==> src/rtl/dds_pkg.sv <==
// Shared types and constants for the DDS phase front end.
// No logic; state encoding, LFSR constants and config field layout.
// Not applicable (package only).
package dds_pkg;

    typedef enum logic [1:0] {
        IDLE  = 2'd0,
        RUN   = 2'd1,
        SWEEP = 2'd2
    } state_t;

    // Right-shifting Galois form of x^32+x^22+x^2+x+1: taps at bits 31, 21, 1, 0.
    localparam logic [31:0] LFSR_POLY = 32'h8020_0003;
    localparam logic [31:0] LFSR_SEED = 32'hACE1_2345;

    // Config word layout: {sweep_len, freq_step, freq_start}, freq_start at bit 0.
    localparam int CFG_LEN_W = 16;

    function automatic int cfg_step_lsb(input int acc_dw);
        return acc_dw;
    endfunction

    function automatic int cfg_len_lsb(input int acc_dw);
        return 2 * acc_dw;
    endfunction

endpackage

==> src/rtl/dds_lfsr.sv <==
// 32-bit Galois LFSR used as phase dither source.
// Latency: q updates one cycle after an enabled cycle.
// No backpressure; advances only when en is high.
module dds_lfsr
    import dds_pkg::*;
(
    input  logic        clk,
    input  logic        reset,
    input  logic        en,
    output logic [31:0] q
);

    logic [31:0] r_q;

    // Shift right, folding the polynomial back in when a one drops out.
    always_ff @(posedge clk) begin
        if (reset) begin
            r_q <= LFSR_SEED;
        end else if (en) begin
            r_q <= (r_q >> 1) ^ (r_q[0] ? LFSR_POLY : 32'h0000_0000);
        end
    end

    assign q = r_q;

endmodule

==> src/rtl/dds_phase_gen.sv <==
// Phase accumulator with constant/sweep frequency, resync and optional dither.
// Latency: en at cycle t gives tvalid/tdata at t+1.
// No backpressure on the phase output; config is always accepted outside reset.
module dds_phase_gen
    import dds_pkg::*;
#(
    parameter int ACC_DW     = 32,
    parameter int PHASE_DW   = 16,
    parameter int USE_DITHER = 0
) (
    input  logic                  clk,
    input  logic                  reset,
    input  logic [2*ACC_DW+15:0]  s_axis_cfg_tdata,
    input  logic                  s_axis_cfg_tvalid,
    output logic                  s_axis_cfg_tready,
    input  logic                  en,
    input  logic                  sync,
    output logic [PHASE_DW-1:0]   m_axis_phase_tdata,
    output logic                  m_axis_phase_tvalid,
    output logic                  sweep_done
);

    localparam int DITH_W       = ACC_DW - PHASE_DW;
    localparam int CFG_STEP_LSB = cfg_step_lsb(ACC_DW);
    localparam int CFG_LEN_LSB  = cfg_len_lsb(ACC_DW);
    localparam logic [31:0] DITH_MASK = 32'((64'd1 << DITH_W) - 64'd1);

    if (PHASE_DW < 1 || PHASE_DW > ACC_DW || DITH_W > 32) begin : g_param_chk
        $error("dds_phase_gen: need 1 <= PHASE_DW <= ACC_DW and ACC_DW-PHASE_DW <= 32");
    end

    state_t                r_state;
    state_t                w_state_nxt;
    logic [ACC_DW-1:0]     r_acc;
    logic [ACC_DW-1:0]     r_freq;
    logic [ACC_DW-1:0]     r_step;
    logic [CFG_LEN_W-1:0]  r_cnt;
    logic [PHASE_DW-1:0]   r_tdata;
    logic                  r_tvalid;
    logic                  r_sweep_done;

    logic                  w_cfg_fire;
    logic [ACC_DW-1:0]     w_cfg_start;
    logic [ACC_DW-1:0]     w_cfg_step;
    logic [CFG_LEN_W-1:0]  w_cfg_len;
    logic                  w_sample;
    logic                  w_sweep_step;
    logic                  w_sweep_last;
    logic [ACC_DW-1:0]     w_base;
    logic [ACC_DW-1:0]     w_dither;
    logic [ACC_DW-1:0]     w_dithered;
    logic [PHASE_DW-1:0]   w_phase;

    assign s_axis_cfg_tready = !reset;
    assign w_cfg_fire  = s_axis_cfg_tvalid && s_axis_cfg_tready;
    assign w_cfg_start = s_axis_cfg_tdata[ACC_DW-1:0];
    assign w_cfg_step  = s_axis_cfg_tdata[CFG_STEP_LSB +: ACC_DW];
    assign w_cfg_len   = s_axis_cfg_tdata[CFG_LEN_LSB +: CFG_LEN_W];

    // A sample is produced on every en cycle once configured. A config landing on
    // the same cycle wins over the sweep step, so that sample uses the old freq.
    assign w_sample     = en && (r_state != IDLE);
    assign w_sweep_step = w_sample && (r_state == SWEEP) && !w_cfg_fire;
    assign w_sweep_last = w_sweep_step && (r_cnt == 16'd1);

    assign w_base     = sync ? '0 : r_acc;
    assign w_dithered = w_base + w_dither;
    // Shift rather than slice so the carry from the dither bits is visibly used.
    assign w_phase    = PHASE_DW'(w_dithered >> DITH_W);

    if (USE_DITHER != 0 && DITH_W > 0) begin : g_dither
        logic [31:0] w_lfsr_q;

        dds_lfsr u_lfsr (
            .clk   (clk),
            .reset (reset),
            .en    (en),
            .q     (w_lfsr_q)
        );

        assign w_dither = ACC_DW'(w_lfsr_q & DITH_MASK);
    end else begin : g_no_dither
        assign w_dither = '0;
    end

    // Next state: config selects SWEEP or RUN; the last sweep sample drops to RUN.
    always_comb begin
        w_state_nxt = r_state;
        if (w_cfg_fire) begin
            w_state_nxt = (w_cfg_len != '0) ? SWEEP : RUN;
        end else if (w_sweep_last) begin
            w_state_nxt = RUN;
        end
    end

    // State register.
    always_ff @(posedge clk) begin
        if (reset) begin
            r_state <= IDLE;
        end else begin
            r_state <= w_state_nxt;
        end
    end

    // Frequency, step and sweep counter: loaded by config, stepped while sweeping.
    always_ff @(posedge clk) begin
        if (reset) begin
            r_freq <= '0;
            r_step <= '0;
            r_cnt  <= '0;
        end else if (w_cfg_fire) begin
            r_freq <= w_cfg_start;
            r_step <= w_cfg_step;
            r_cnt  <= w_cfg_len;
        end else if (w_sweep_step) begin
            r_freq <= r_freq + r_step;
            r_cnt  <= r_cnt - 16'd1;
        end
    end

    // Phase accumulator; config leaves it alone so phase stays continuous.
    always_ff @(posedge clk) begin
        if (reset) begin
            r_acc <= '0;
        end else if (w_sample) begin
            r_acc <= w_base + r_freq;
        end else if (sync && (r_state != IDLE)) begin
            r_acc <= '0;
        end
    end

    // Output registers; tdata holds between samples.
    always_ff @(posedge clk) begin
        if (reset) begin
            r_tdata      <= '0;
            r_tvalid     <= 1'b0;
            r_sweep_done <= 1'b0;
        end else begin
            r_tvalid     <= w_sample;
            r_sweep_done <= w_sweep_last;
            if (w_sample) begin
                r_tdata <= w_phase;
            end
        end
    end

    assign m_axis_phase_tdata  = r_tdata;
    assign m_axis_phase_tvalid = r_tvalid;
    assign sweep_done          = r_sweep_done;

endmodule
==> config.mk <==
export PLATFORM = sky130hd
export DESIGN_NAME = dds_phase_gen
export DESIGN_NICKNAME = d
export VERILOG_FILES = /design/src/rtl/dds_pkg.sv /design/src/rtl/dds_lfsr.sv /design/src/rtl/dds_phase_gen.sv
export SDC_FILE = /design/constraint.sdc
export NUM_CORES = 1
export LEC_CHECK = 0
export CORE_MARGIN = 2
export CORE_UTILIZATION = 26
export DETAILED_ROUTE_END_ITERATION = 7
export PLACE_DENSITY = 0.47
export RECOVER_POWER = 100
export SLEW_MARGIN = 10
export SYNTH_ARGS = -nofsm -noshare
export SYNTH_HDL_FRONTEND = slang
export SYNTH_HIERARCHICAL = 1
export SYNTH_SLANG_ARGS = --single-unit
==> constraint.sdc <==
create_clock -name clk -period 11.04 [get_ports clk]
set_input_delay 2.208 -clock clk [delete_from_list [all_inputs] [get_ports clk]]
set_output_delay 2.208 -clock clk [all_outputs]
set_load 0.03 [all_outputs]
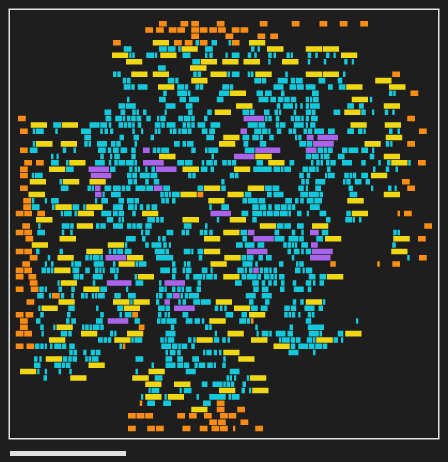
*Placed cells, one color a class*
Bar = 50 um.
Yellow marks sequential cells, cells 132, share of their area 27%. Cyan marks combinational and other logic, cells 848, share of their area 56%. Orange marks remaining buffers and delay cells, cells 111, share of their area 11%. Purple marks clock drivers and dummy loads, cells 32, share of their area 6.1%.

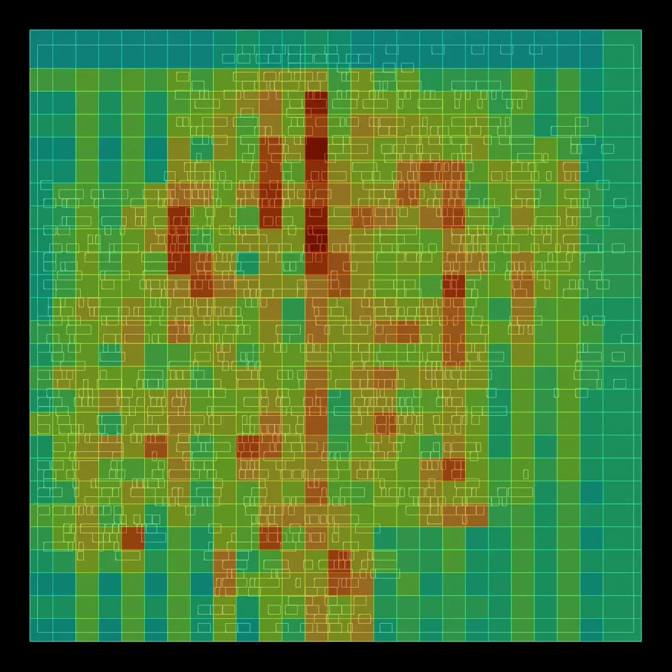
*Routing congestion*
utilization of the core after routing: 32.65%
M2 GR Usage: 24.54%
routed length per placed instance: 16.84 um
highest-utilization routing layer at the global route stage: met2
met3 track utilization from global routing: 2.476%

==> changes_impl.md <==
### Metrics

- Run status: finished, violations left
- Violated checks: capacitance limit, slew limit
- RePlAce Congestion: 0.8303
- Total of buffers placed on input and output ports: between 100 and 150
- Total design power: 1360 uW
- Area share of the largest cell type after synthesis: a little under a third
- Ratio of cells with drive above 1 in the final layout: 4.007%
- Starting Density: 26.58%
- Core outline area: 31,720 sq um
- Cells on worst reg2reg path: 6
- Layout net count: 1,261
- Final Hold Fails: 0
- Inverters: 27
- Cell count along the critical path: 3
- Routed metal-1 wire length: 13,300 um
- Register bit count reported by yosys: 132
- Well-tap cell count: around 400
- Critical-path maximum fanout: 49
- Power density relative to cell area: 131.3 nW/um^2
- Netlist Area Pre-Place: 8429 sq um
- Final Cycle Share: between 70% and 80%
- Hold Path Cell Cnt: 2
- Critical path's top delay family: buffers and inverters
- Row count: 65
- Clock network contribution to total cell area: 5.848%
- TritonCTS clock tree: built
- Required time of the critical path: 8.83 ns
- Via count of the first global-routing pass: 7,329
- Die W: 184.1 um
- Cell type with the highest aggregate area in the netlist: dfxtp_1
- DRC violations left: 0
- Overall fraction of global-route tracks in use: 15.30%
- Minimum clock period after layout: 7.782 ns
- Chip Footprint: 33,880 sq um
- Number of instances resized during post-cts repair: 0
- FF-to-FF End: r_acc[20]
- Late-Pin Clk Latency: 0.43 ns
- Combinational cell area excluding buffers and inverters: 5440 sq um
- Top cells excl fill/tap: dfxtp_1 (132), a21oi_1 (116), nor2_1 (113), nand2_1 (88), clkdlybuf4s50_1 (81)
- Type of the worst setup path: input pin to primary output
- Worst setup margin: 3.258 ns
- Multi-input gate share of total cell area: between 50% and 60%
- Pin count of the biggest net entering global routing: 61
- Count of pins over their slew limit: 273
- Max-Cap Viols: 7
- Setup Total Neg Slack: 0 ns
- Floorplan die height: 184.1 um
- Top_reg_cell synth: dfxtp_1
- Capture point of the critical path: s_axis_cfg_tready
- Clock Tree Root: clkbuf_16
- Leading post-synthesis cells by cell area: dfxtp_1 (31%), ha_1 (9.5%), a21oi_1 (6.9%)
- Worst stage delay on the critical path: 1.71 ns
- Endpoint of the worst hold-timing path: r_acc[22]
- Number of top-level pins: 104
- Final tally of setup violations: 0
- Worst VDD drop: 0.09715 mV
- Yosys Warn Count: 6
- Critical Path Source Type: input pin
- DP Worst Slack: 4.976 ns
- Met1 capacity usage during global routing: 21.39%
- Leading cell type by number of instances after synthesis: dfxtp_1
- Top layer used by detailed routing: met4
- Avg Inst Size Synth: between 8 and 9 sq um
- Worst Path Buf+Inv: 3
- Worst setup EP type: primary output
- CP max stage cell: clkbuf_1
logic make-up (layout without fill, tap and decap cells):
| logic type | count (synthesis) | count (layout) | synth area share (%) |
|---|---|---|---|
| DFF | 132 | 132 | 31.35 |
| AOI/OAI and AO/OA | 336 | 336 | 25.92 |
| and+or+nand+nor | 323 | 323 | 18.04 |
| xor gates and xnor gates | 61 | 61 | 6.501 |
| adders and majority gates | 66 | 66 | 9.975 |
| muxes | 35 | 35 | 4.171 |
| buffers and inverters | 84 | 170 | 4.052 |
where the power goes:
part / switching, uW / leakage, uW / total [uW] / internal, uW
clock: 250 / 0.000288 / 596 / 346
combinational: 132 / 0.00287 / 238 / 106
sequential: 25.0 / 0.00108 / 526 / 501
Power figures rest on the tool's default switching activity, not on a simulated workload.
